**src/rtl/led_chaser.sv**
```systemverilog
// Parametrised LED pattern sequencer: rotate left/right, ping-pong and bar fill with a programmable step rate.
// Optional fading trail on the previous position when LED_TRAIL_EN is defined.

module led_cell #(
  parameter int POS_W = 3,
  parameter int IDX   = 0
) (
  input  logic [POS_W-1:0] pos,
  input  logic             bar,
  input  logic             trail_on,
  input  logic [POS_W-1:0] trail_pos,
  output logic             lit
);
  localparam logic [POS_W-1:0] ID = POS_W'(IDX);

  always_comb begin
    lit = 1'b0;
    if (bar) lit = (ID <= pos);
    else     lit = (pos == ID) || (trail_on && (trail_pos == ID));
  end
endmodule

module led_chaser #(
  parameter int N_LED       = 8,
  parameter int STEP_CYCLES = 10_000_000,
  parameter int CNT_W       = 30,
  parameter int POS_W       = 3
) (
  input  logic             clk50m,
  input  logic             rst,
  input  logic             en,
  input  logic [1:0]       mode,
  input  logic [1:0]       speed,
  output logic [N_LED-1:0] led,
  output logic             step_pulse,
  output logic [POS_W-1:0] pos
);
  localparam logic [POS_W-1:0] LAST = POS_W'(N_LED - 1);
  localparam logic [POS_W-1:0] ONE  = POS_W'(1);

  typedef enum logic {UP = 1'b0, DOWN = 1'b1} dir_t;

  logic [CNT_W-1:0] cnt, limit_m1;
  logic             step;
  dir_t             dir, dir_nxt, dir_eff;
  logic [1:0]       mode_q, mode_nxt;
  logic [POS_W-1:0] pos_nxt;
  logic [N_LED-1:0] led_nxt;

  // >= rather than == so a speed-up mid-count steps next cycle instead of wrapping
  assign limit_m1 = CNT_W'((STEP_CYCLES >> speed) - 1);
  assign step     = en && (cnt >= limit_m1);

  always_comb begin
    pos_nxt  = pos;
    dir_nxt  = dir;
    mode_nxt = mode_q;
    dir_eff  = dir;
    if (step) begin
      mode_nxt = mode;
      case (mode)
        2'd1: pos_nxt = (pos == '0) ? LAST : pos - ONE;
        2'd2: begin
          if (mode_q != 2'd2) dir_eff = (pos == LAST) ? DOWN : UP;
          if (dir_eff == UP) begin
            if (pos == LAST) begin dir_nxt = DOWN; pos_nxt = LAST - ONE; end
            else             begin dir_nxt = UP;   pos_nxt = pos + ONE;  end
          end else begin
            if (pos == '0)   begin dir_nxt = UP;   pos_nxt = ONE;        end
            else             begin dir_nxt = DOWN; pos_nxt = pos - ONE;  end
          end
        end
        default: pos_nxt = (pos == LAST) ? '0 : pos + ONE;
      endcase
    end
  end

`ifdef LED_TRAIL_EN
  logic [7:0]       pwm_cnt, pwm_nxt;
  logic [POS_W-1:0] prev_pos, prev_nxt;
  logic             trail_on;

  assign pwm_nxt  = pwm_cnt + 8'd1;
  assign prev_nxt = step ? pos : prev_pos;
  assign trail_on = (pwm_nxt[7:6] == 2'b00) && (prev_nxt != pos_nxt) && (mode_nxt != 2'd3);

  always_ff @(posedge clk50m) begin
    if (rst) begin
      pwm_cnt  <= '0;
      prev_pos <= '0;
    end else begin
      pwm_cnt  <= pwm_nxt;
      prev_pos <= prev_nxt;
    end
  end
`else
  logic             trail_on;
  logic [POS_W-1:0] prev_nxt;
  assign trail_on = 1'b0;
  assign prev_nxt = '0;
`endif

  // led is registered from the next-state decode so it moves on the same edge as pos
  for (genvar i = 0; i < N_LED; i++) begin : g_cell
    led_cell #(.POS_W(POS_W), .IDX(i)) u_cell (
      .pos       (pos_nxt),
      .bar       (mode_nxt == 2'd3),
      .trail_on  (trail_on),
      .trail_pos (prev_nxt),
      .lit       (led_nxt[i])
    );
  end

  always_ff @(posedge clk50m) begin
    if (rst) begin
      cnt        <= '0;
      pos        <= '0;
      dir        <= UP;
      mode_q     <= 2'd0;
      step_pulse <= 1'b0;
      led        <= N_LED'(1);
    end else begin
      step_pulse <= step;
      if (en) cnt <= step ? '0 : cnt + CNT_W'(1);
      pos    <= pos_nxt;
      dir    <= dir_nxt;
      mode_q <= mode_nxt;
      led    <= led_nxt;
    end
  end
endmodule

```
**config.mk**
```make
export PLATFORM = sky130hd
export DESIGN_NAME = led_chaser
export DESIGN_NICKNAME = d
export VERILOG_FILES = /design/src/rtl/led_chaser.sv
export SDC_FILE = /design/constraint.sdc
export NUM_CORES = 1
export LEC_CHECK = 0
export ABC_AREA = 0
export CAP_MARGIN = 25
export CORE_ASPECT_RATIO = 2
export CORE_UTILIZATION = 35
export CTS_CLUSTER_SIZE = 24
export DETAILED_ROUTE_END_ITERATION = 12
export PLACE_DENSITY = 0.57
export SYNTH_ARGS = -nofsm -noshare
export SYNTH_HDL_FRONTEND = slang
export SYNTH_SLANG_ARGS = --single-unit
```
**constraint.sdc**
```tcl
create_clock -name clk50m -period 7.4 [get_ports clk50m]
set_clock_uncertainty 0.1 [all_clocks]
set_input_delay 1.48 -clock clk50m [delete_from_list [all_inputs] [get_ports clk50m]]
set_output_delay 1.48 -clock clk50m [all_outputs]
set_load 0.01 [all_outputs]
```
==> results.cfg <==
; physical design summary
[clock_tree]
cts_htree_levels = 2
ctsResizeCount = 0
ctsHoldBuffers = 0
clockBufferDepth = 2
tritoncts = yes
cts_setup_buffers = 0
clockRootBuffer = clkbuf_16

[die]
tap_cells = 100
dieHeight_um = 135
fp.dieW_um = 68.6
fp_util_pct = 36.1
die_area_um2 = 9270
io_pins = 19
row_count = 48

[worst_setup_path]
critPathRequiredTime_ns = 7.52
worst-path-buf-inv = 4
cp_cell_sequence = clkdlybuf4s50_1, inv_1, ha_1, inv_1, nand3_1, o41ai_1, nand2_1, ha_1, a21o_1, a21o_1, a211oi_1, and4_1, o21ai_2, buf_4, nor2_1
path_delay_family = buffers and inverters
crit_path_max_fanout = 30
rrSetupSlack_ns = 4.70
cpPeakStageDelay_ns = 0.60
r2r-start = cnt[23]
critPathLaunchType = input port
critPathKind = in2reg
crit_end = cnt[19]
r2r_end = cnt[19]
worstSetupEndpointType = register
cp.arrival_ns = 5.03
reg2reg_depth = 8
critPathLaunch = speed[0]

[logic_synthesis]
numSynthFlops = 45
topCellsByArea = dfxtp_1, ha_1, nor2_1
avgSynthCellArea_um2 = 8.30
yosys.area_share.adder_pct = 17.7
synthTopCellsByCount = nor2_1, dfxtp_1, ha_1
synth_top_cell_by_count = nor2_1
postSynthSeqShare_pct = 29.0
ys_warn_count = 0
ys_cells = 374
top_area_cell = dfxtp_1
simple_gate_share_pct = 22.6
synth-edff-count = 0
xor_share_pct = 8.47
logic_family = simple AND/OR/NAND/NOR gates
ys_sh_mux_pct = 1.98
synthCells = 374
top_cell_area_share_pct = 29.0
syn_area_um2 = 3100
yosys-stat-area_um2 = 3100
synthFlopType = dfxtp_1
synth_cell_type_count = 51

[flow_run]
warning_count = 37
drv_cap = 0

[routing]
wl_per_cell_um = 15.5
m1WireLength_um = 2750
vias_per_cell = 5.48
vias = 2684
drt_first_pass_iters = 4
dr_wl_met2_um = 4230
drc = 0
drt_iter0_drc = 114
ant_nets = 0
wl_um = 7590

[pwr]
top_power_group = registers
seqPwrFrac_pct = 47.6
power_leakage_nw = 1.37
vdd_drop_max_v = 0.0000916
p_comb_mw = 0.0529
p_total_mw = 0.513
p_per_area_nw_per_um2 = 146
clock_power_share_pct = 42.0
p_sw_share_pct = 24.4
power_switching_mw = 0.125
seq-power_mw = 0.244
comb_power_share_pct = 10.3
internal_power_mw = 0.388

[layout]
dominant_cells = combinational gates
nonClkBufAreaFrac_pct = 5.34
top_register = cnt
diodes = 0
nonClockBufferCount = 19
comb_share_pct = 58.8
lay_top_cells = nor2_1, dfxtp_1, ha_1
fin_nets = 440
flop_area_um2 = 901
n_fill_cell = 876
clkCellAreaFrac_pct = 4.10
reg.largest.list = cnt (30), led (8), pos (3)
comb_cells = 294
drive_gt1_share_pct = 4.62
final_cells = 490
largest_register_ffs = 30
flops = 45
fin_area_um2 = 3510
inverters = 24
syn_to_final_growth_pct = 13.2
seq_share_pct = 25.6
layout.cells.most_common = nor2_1

[place]
dp_cells = 482
hpwl_um = 6040
gp_congestion = 0.886
dp_slack_ns = 2.20
io_buffers = 18
place_area_um2 = 3370

[grt]
grt_use_total_pct = 18.1
gr-usage-met1_pct = 17.4
antenna_found_initial = 0
overflow = 0
grt_first_pass_wirelength_um = 12400
top_usage_layer = met2
grt_util_met2_pct = 33.3
grtUsageMet3_pct = 2.78
grt_pass1_vias = 2643

[timing]
slew_violations = 0
min_period_over_period_pct = 66.4
fin_ws_ns = 2.49
whs_ns = 0.392
tns_ns = 0
hold_viol = 0
setup_viol = 0
period_minus_slack_ns = 4.91
max_freq_mhz = 204
rsz0062_at_grt = false

[outcome]
status = finished clean

[min_path]
hold_path_end = dir
hp-class = reg2reg
whs_path_depth = 2
### M4 wires

Bar = 20 um. Cells faint in the background.
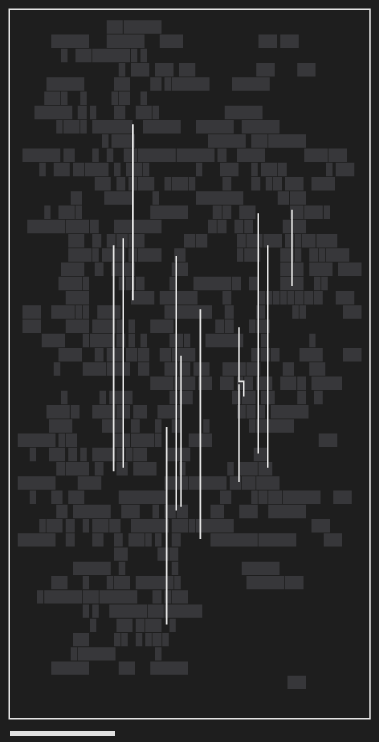
wire length on this layer: 412 um
nets with wire on the layer: 12
longest straight run: 48.3 um

### Routed metal, one colour a layer

Only two layers are drawn.
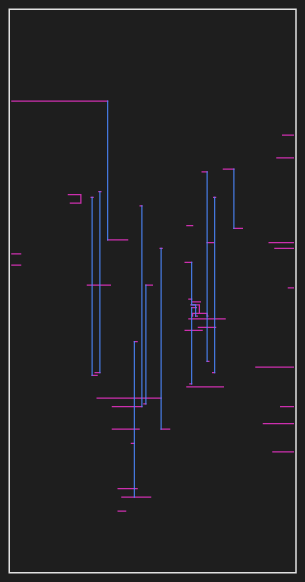
[met3] magenta | wire length: 189 um
[met4] blue | wire length: 412 um

### The clock network

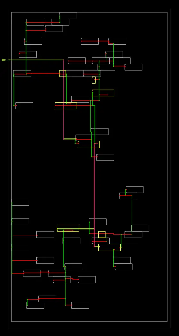
worst skew pair latency: 0.28 ns
TritonCTS Sinks: 45
clk pwr: 0.216 mW
CLK BUF: 6
CTS Buf Count: 5

### Cells by drive strength

Bar = 20 um.
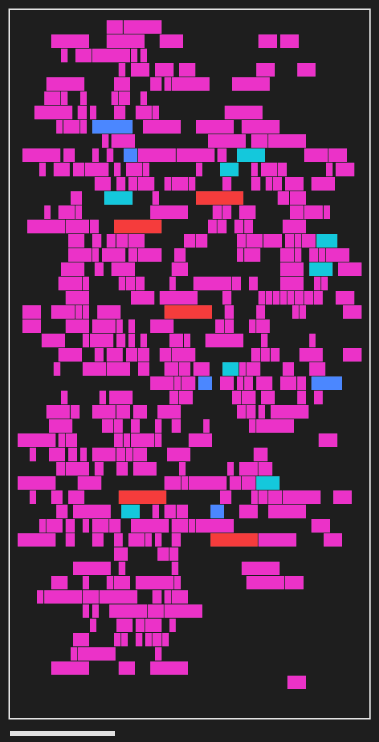
[drive 1 or less] magenta | cells: 372 | share: 95%
[drive 2] cyan | cells: 8 | share: 2.1%
[drive 3 to 4] blue | cells: 5 | share: 1.3%
[drive 6 and up] red | cells: 5 | share: 1.3%

Power and IR drop assume default switching activity.
